**Placement view**

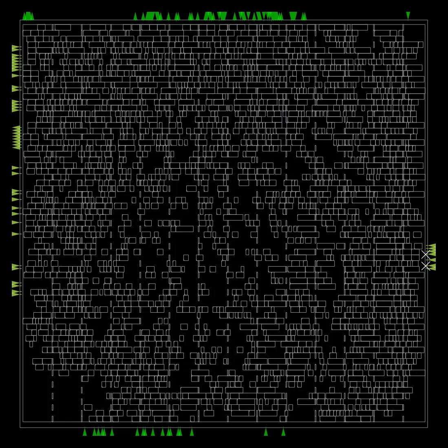
**Sequential cells grouped by signal name**

Other sequential cells in the stronger grey, the rest of the logic in the fainter grey.
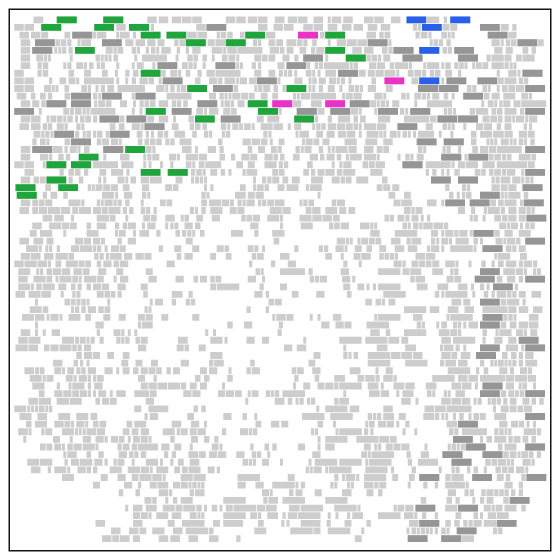
**Metal 2**

Scale bar: 50 um.
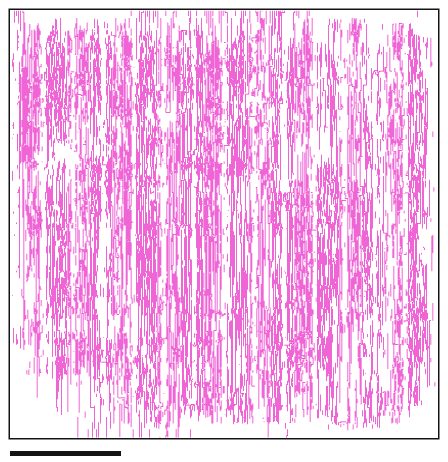
===== src/rtl/seq_alu.sv =====
// seq_alu: handshaked ALU with single-cycle arith/logic/shift ops and a bit-serial multiplier.
// Define SEQ_ALU_DIV_EN to add a restoring divider for UDIV/UMOD (otherwise they are illegal).
module seq_alu #(
  parameter int unsigned WIDTH = 32
) (
  input  logic             clk,
  input  logic             rst,
  input  logic             in_valid,
  output logic             in_ready,
  input  logic [3:0]       in_oper,
  input  logic [WIDTH-1:0] in_a,
  input  logic [WIDTH-1:0] in_b,
  input  logic [3:0]       in_flags,
  output logic             out_valid,
  input  logic             out_ready,
  output logic [WIDTH-1:0] out_result,
  output logic [3:0]       out_flags,
  output logic             out_illegal
);

  localparam int unsigned ShW = $clog2(WIDTH);

  localparam logic [3:0] OpAdd = 4'd0;
  localparam logic [3:0] OpAdc = 4'd1;
  localparam logic [3:0] OpSub = 4'd2;
  localparam logic [3:0] OpSbc = 4'd3;
  localparam logic [3:0] OpAnd = 4'd4;
  localparam logic [3:0] OpOr  = 4'd5;
  localparam logic [3:0] OpXor = 4'd6;
  localparam logic [3:0] OpLsl = 4'd7;
  localparam logic [3:0] OpLsr = 4'd8;
  localparam logic [3:0] OpAsr = 4'd9;
  localparam logic [3:0] OpMul = 4'd10;
`ifdef SEQ_ALU_DIV_EN
  localparam logic [3:0] OpUdiv = 4'd11;
  localparam logic [3:0] OpUmod = 4'd12;
`endif

  typedef enum logic [1:0] {StIdle, StBusy, StDone} state_e;

  state_e           state_q, state_d;
  logic [3:0]       op_q, op_d;
  logic [WIDTH-1:0] a_q, a_d;
  logic [WIDTH-1:0] acc_q, acc_d;
  logic [WIDTH-1:0] sh_q, sh_d;
  logic [WIDTH-1:0] res_q, res_d;
  logic [1:0]       vc_q, vc_d;
  logic [3:0]       oflags_q, oflags_d;
  logic             ill_q, ill_d;
  logic [ShW-1:0]   cnt_q, cnt_d;
`ifdef SEQ_ALU_DIV_EN
  logic [WIDTH-1:0] b_q, b_d;
  logic [WIDTH:0]   rem_sh;
  logic             div_ge;
`endif

  function automatic logic is_long(input logic [3:0] op);
`ifdef SEQ_ALU_DIV_EN
    return (op == OpMul) || (op == OpUdiv) || (op == OpUmod);
`else
    return op == OpMul;
`endif
  endfunction

  // Single-cycle datapath, evaluated on the live inputs and captured at accept.
  logic [WIDTH-1:0] alu_res;
  logic [3:0]       alu_flags;
  logic             alu_ill;
  logic [WIDTH-1:0] b_op;
  logic [WIDTH:0]   sum;
  logic             cin;
  logic             sh_big;
  logic [ShW-1:0]   sh_amt;

  always_comb begin
    alu_res   = '0;
    alu_flags = in_flags;
    alu_ill   = 1'b0;
    b_op      = ((in_oper == OpSub) || (in_oper == OpSbc)) ? ~in_b : in_b;
    case (in_oper)
      OpAdc, OpSbc: cin = in_flags[0];
      OpSub:        cin = 1'b1;
      default:      cin = 1'b0;
    endcase
    sum    = {1'b0, in_a} + {1'b0, b_op} + {{WIDTH{1'b0}}, cin};
    sh_big = (in_b >> ShW) != '0;
    sh_amt = in_b[ShW-1:0];
    case (in_oper)
      OpAdd, OpAdc, OpSub, OpSbc: begin
        alu_res      = sum[WIDTH-1:0];
        alu_flags[0] = sum[WIDTH];
        // b_op is the effective addend, so one overflow rule covers add and subtract.
        alu_flags[2] = ~(in_a[WIDTH-1] ^ b_op[WIDTH-1]) & (in_a[WIDTH-1] ^ sum[WIDTH-1]);
      end
      OpAnd:   alu_res = in_a & in_b;
      OpOr:    alu_res = in_a | in_b;
      OpXor:   alu_res = in_a ^ in_b;
      OpLsl:   alu_res = sh_big ? '0 : in_a << sh_amt;
      OpLsr:   alu_res = sh_big ? '0 : in_a >> sh_amt;
      OpAsr:   alu_res = sh_big ? {WIDTH{in_a[WIDTH-1]}} : $unsigned($signed(in_a) >>> sh_amt);
      default: alu_ill = 1'b1;
    endcase
    if (!alu_ill && !((in_oper == OpLsl) || (in_oper == OpLsr) || (in_oper == OpAsr))) begin
      alu_flags[3] = alu_res[WIDTH-1];
      alu_flags[1] = (alu_res == '0);
    end
  end

  // Iterative datapath: {acc, sh} is the product/quotient shift pair.
  logic [WIDTH:0] mul_sum;

  always_comb begin
    state_d  = state_q;
    op_d     = op_q;
    a_d      = a_q;
    acc_d    = acc_q;
    sh_d     = sh_q;
    res_d    = res_q;
    vc_d     = vc_q;
    oflags_d = oflags_q;
    ill_d    = ill_q;
    cnt_d    = cnt_q;
    mul_sum  = {1'b0, acc_q} + {1'b0, (sh_q[0] ? a_q : {WIDTH{1'b0}})};
`ifdef SEQ_ALU_DIV_EN
    b_d    = b_q;
    rem_sh = {acc_q, sh_q[WIDTH-1]};
    div_ge = rem_sh >= {1'b0, b_q};
`endif
    case (state_q)
      StIdle: begin
        if (in_valid) begin
          op_d  = in_oper;
          a_d   = in_a;
          vc_d  = {in_flags[2], in_flags[0]};
          acc_d = '0;
          cnt_d = '0;
          if (is_long(in_oper)) begin
            state_d = StBusy;
            sh_d    = (in_oper == OpMul) ? in_b : in_a;
`ifdef SEQ_ALU_DIV_EN
            b_d     = in_b;
`endif
          end else begin
            state_d  = StDone;
            res_d    = alu_res;
            oflags_d = alu_flags;
            ill_d    = alu_ill;
          end
        end
      end
      StBusy: begin
        cnt_d = cnt_q + 1'b1;
        if (op_q == OpMul) begin
          acc_d = mul_sum[WIDTH:1];
          sh_d  = {mul_sum[0], sh_q[WIDTH-1:1]};
        end
`ifdef SEQ_ALU_DIV_EN
        else begin
          acc_d = div_ge ? (rem_sh[WIDTH-1:0] - b_q) : rem_sh[WIDTH-1:0];
          sh_d  = {sh_q[WIDTH-2:0], div_ge};
        end
`endif
        if (cnt_q == ShW'(WIDTH - 1)) begin
          state_d  = StDone;
          ill_d    = 1'b0;
          res_d    = sh_d;
          oflags_d = {sh_d[WIDTH-1], vc_q[1], (sh_d == '0), vc_q[0]};
`ifdef SEQ_ALU_DIV_EN
          if (op_q == OpUmod) res_d = acc_d;
          if (op_q != OpMul) oflags_d = {res_d[WIDTH-1], (b_q == '0), (res_d == '0), 1'b0};
`endif
        end
      end
      StDone: begin
        if (out_ready) state_d = StIdle;
      end
      default: state_d = StIdle;
    endcase
  end

  always_ff @(posedge clk) begin
    if (rst) begin
      state_q  <= StIdle;
      op_q     <= '0;
      a_q      <= '0;
      acc_q    <= '0;
      sh_q     <= '0;
      res_q    <= '0;
      vc_q     <= '0;
      oflags_q <= '0;
      ill_q    <= 1'b0;
      cnt_q    <= '0;
`ifdef SEQ_ALU_DIV_EN
      b_q      <= '0;
`endif
    end else begin
      state_q  <= state_d;
      op_q     <= op_d;
      a_q      <= a_d;
      acc_q    <= acc_d;
      sh_q     <= sh_d;
      res_q    <= res_d;
      vc_q     <= vc_d;
      oflags_q <= oflags_d;
      ill_q    <= ill_d;
      cnt_q    <= cnt_d;
`ifdef SEQ_ALU_DIV_EN
      b_q      <= b_d;
`endif
    end
  end

  assign in_ready    = (state_q == StIdle);
  assign out_valid   = (state_q == StDone);
  assign out_result  = res_q;
  assign out_flags   = oflags_q;
  assign out_illegal = ill_q;

endmodule


===== config.mk =====
export PLATFORM = sky130hd
export DESIGN_NAME = seq_alu
export DESIGN_NICKNAME = d
export VERILOG_FILES = /design/src/rtl/seq_alu.sv
export SDC_FILE = /design/constraint.sdc
export NUM_CORES = 1
export LEC_CHECK = 0
export ABC_CLOCK_PERIOD_IN_PS = 5700
export CAP_MARGIN = 20
export CORE_UTILIZATION = 45
export CTS_CLUSTER_SIZE = 20
export DETAILED_ROUTE_END_ITERATION = 10
export PLACE_DENSITY = 0.71
export SLEW_MARGIN = 10
export SYNTH_ARGS = -nofsm -noshare
export SYNTH_HDL_FRONTEND = slang
export SYNTH_SLANG_ARGS = --single-unit
export TNS_END_PERCENT = 50

===== constraint.sdc =====
create_clock -name clk -period 5.7 [get_ports clk]
set_clock_uncertainty 0.05 [all_clocks]
set_input_delay 0.855 -clock clk [delete_from_list [all_inputs] [get_ports clk]]
set_output_delay 0.855 -clock clk [all_outputs]
set_load 0.1 [all_outputs]

==> Slide: Implementation Results <==
Flow Results at a Glance

Clocking
  • Clock Tree Root: sky130_fd_sc_hd__clkbuf_16
  • Clock transition at path regs: 0.06 ns
  • Worst-case clock buffer depth: 2
  • H-tree lvl count: 4
  • # Post-CTS Setup Buffers: 0
  • CTS tree: yes
  • Clock buffer count from CTS: 17
  • Clock latency at the later pin of the worst-skew pair: 0.46 ns

Worst setup path
  • Crit-path leading delay family: simple AND/OR/NAND/NOR gates
  • Crit-path most repeated cell: sky130_fd_sc_hd__buf_4
  • Arrival time at the worst endpoint: 5.63 ns
  • Total buffers and inverters traversed by the critical path: 3
  • Required @ worst endpoint: 6.02 ns
  • Reg2reg setup slack: 1.59 ns
  • Worst setup path endpoint: out_flags[1]$_SDFFE_PP0P_
  • Reg2Reg Capture Point: acc_q[30]$_SDFFE_PP0P_
  • Path depth of the worst reg2reg path: 14
  • Reg2reg start: sh_q[0]$_SDFFE_PP0P_
  • Cell breakdown of the critical path: clkdlybuf4s50_1 -> nor2_1 -> and2_2 -> buf_4 -> xnor2_1 -> ha_1 -> and4_1 -> and2_1 -> a22oi_1 -> nand3b_1 -> a21oi_1 -> a2bb2oi_1 -> o221ai_1 -> or4_1 -> nor4_1 -> buf_4 -> nand4b_1 -> o21ai_1
  • Critical path capture point type: flip-flop
  • Crit. path cell count: 18
  • CP max stage delay: 0.49 ns
  • Critical path peak fanout: 24
  • Start point of the critical path: in_oper[3]
  • Highest-delay cell along the critical path: sky130_fd_sc_hd__clkdlybuf4s50_1

Routing
  • Via total after detailed routing: 18,280
  • Remaining design rule violation count: 4
  • Max layer used: met5
  • Detailed-router iteration count before antenna repair: 11
  • Final ANT Viol Nets: 0
  • Via-to-Cell Ratio: 6.617
  • Detailed-routed wire length on met3: 7.332 mm
  • Average wire per cell in the routed design: 26.84 um
  • Wire length the detailed router placed on met1: 29.85 mm
  • DRT iter0 DRCs: 2,048
  • Routed wire length on met2: 32.85 mm

Yosys
  • Flops after synth: 146
  • Gate count after technology mapping: 2,182
  • Post-Syn Area: 0.01634 mm^2
  • Main synth FF type: sky130_fd_sc_hd__dfxtp_1
  • Synth cell count leaders: 307 x sky130_fd_sc_hd__nand2_1, 221 x sky130_fd_sc_hd__a21oi_1, 155 x sky130_fd_sc_hd__nor2_1
  • Area share of the largest cell type after synthesis: 17.89%
  • Number of library cell types mapped by synthesis: 88
  • Leading cell type by number of instances after synthesis: sky130_fd_sc_hd__nand2_1
  • Net Count, Synth: 2,391
  • Synth warn: 0
  • Share of flip-flops with an asynchronous set or reset after synthesis: 0%
  • Post-synth seq share: 17.89%
  • Post-synth area hogs: sky130_fd_sc_hd__dfxtp_1 18%, sky130_fd_sc_hd__ha_1 10%, sky130_fd_sc_hd__nand2_1 7.1%
  • Synth Area per Inst: 7.488 um^2
  • Cell count in the Yosys report: 2,182

Power
  • Sw Pwr: 1497 uW
  • Internal: 2263 uW
  • Net switching share of the total power: 39.82%
  • Static leakage: 0.007700 uW
  • Overall Power: 3760 uW
  • Power share of the clock group: 31.5%
  • Proportion of power drawn by flip-flops and latches: 29.1%
  • Peak supply drop: 208.7 uV

Final timing
  • Final critical-path setup slack: 0.3956 ns
  • Actual transition at the worst max-transition pin: 0.9995 ns
  • Final Hold Violating Endpoints: 0
  • Worst Hold Slack: 0.4002 ns
  • Max-slew violation total from the final report: 0
  • Crit share post-route: 93.06%
  • Highest attainable clock frequency: 188.5 MHz
  • Min Tclk post-route: 5.304 ns
  • Setup TNS: 0 ns
  • Unrepaired setup endpoints after global routing: false

Finish
  • Final Cell Area: 0.01913 mm^2
  • Nets: 2,496

GRT
  • Number of antenna violations at the first check in global routing: 4
  • Maximum number of pins on one net before global-route repair: 82
  • Number of global-route vias before repair: 17,020
  • Global-route wire length before repair: 108.9 mm
  • Global routing usage on met1: 51.18%
  • Overall overflow remaining after global route: 0
  • Met3 track utilization from global routing: 9.274%
  • Most used routing layer in global routing: met2

Place
  • Placer Congestion: 1.068
  • Cell Count Post-Placement: 2,727
  • Worst slack after detailed placement: 0.05651 ns
  • Final HPWL DP: 57.49 mm

Min path
  • Endpoint, Worst Hold: a_q[13]$_SDFFE_PP0P_
  • Startpoint of the worst hold path: a_q[13]$_SDFFE_PP0P_
  • Hold WC Path Type: reg -> reg

Run
  • Max-cap violations: 0
  • Total number of warnings across the stage logs: 59

Outcome
  • Run status: finished, violations left
  • Violations in the final reports: DRC

Floorplan
  • Total die area: 0.03707 mm^2
  • Width of the die: 192.5 um
About 'placement view':
Non-Filler Instances: 2,762
share of the final layout cell area in sequential cells: 15.28%
Util after Layout: 53.65%
num rows: 69
num tapcells: 461

About 'sequential cells grouped by signal name':
[green] `out_result` | placed flops: 32
[blue] `cnt_q` | placed flops: 5 | where: upper right
[magenta] `out_flags` | placed flops: 4 | where: top centre
not coloured: 105

About 'metal 2':
wire length on this layer: 32.9 mm
share of all routed wire: 44%
wirelength, routed: 74.13 mm
met2 GRT Util: 62.26%

kinds of logic (layout without fill, tap and decap cells):
| logic type | after synthesis | in the layout | synth area share [%] |
|---|---|---|---|
| xor+xnor | 76 | 76 | 4.074 |
| compound gates | 645 | 645 | 25.43 |
| buf+inv | 260 | 378 | 6.417 |
| flops | 146 | 146 | 17.89 |
| fa+ha+maj | 133 | 133 | 10.32 |
| simple gates | 756 | 756 | 21.61 |
| mux | 166 | 166 | 14.26 |
| other cells | 0 | 1 | 0 |
flip-flops by register name (all words and copies together), names as in the netlist, 2 cells and up:
name / count
a_q: 32
acc_q: 32
out_result: 32
sh_q: 32
cnt_q: 5
op_q: 4
out_flags: 4
state_q: 2
vc_q: 2
power groups by stage:
stage	Sequential [uW]	Clock (uW)	Combinational (uW)
2_1_floorplan	1210	0	794
3_3_place_gp	1110	0	1420
3_5_place_dp	1110	0	1440
4_1_cts	1090	1200	1440
5_1_grt	1100	1240	1560
6_report	1090	1180	1480
cell type report:
| type | count | area (um^2) |
|---|---|---|
| clock inverters | 15 | 183.9 |
| diodes | 1 | 2.502 |
| flip-flops and latches | 146 | 2923 |
| repair buffers | 260 | 2266 |
| clock buffers | 17 | 425.4 |
| well taps | 461 | 576.8 |
| inverters | 86 | 322.8 |
| fillers | 3423 | 16530 |
| multi-input cells | 1776 | 12430 |
placed cells by master (no fill, tap or decap), drive strengths merged, types with 29 or more instances in the layout:
master / instances
nor2: 155
nand3: 58
o21ai: 99
or3: 29
a21oi: 221
a21o: 32
o22ai: 31
and2: 41
xnor2: 58
nor3: 34
mux4: 49
buf: 153
mux2i: 86
clkdlybuf4s50: 107
dfxtp: 146
a211oi: 54
mux2: 31
ha: 130
o211ai: 32
inv: 95
nand2: 307
Power and IR drop assume default switching activity.
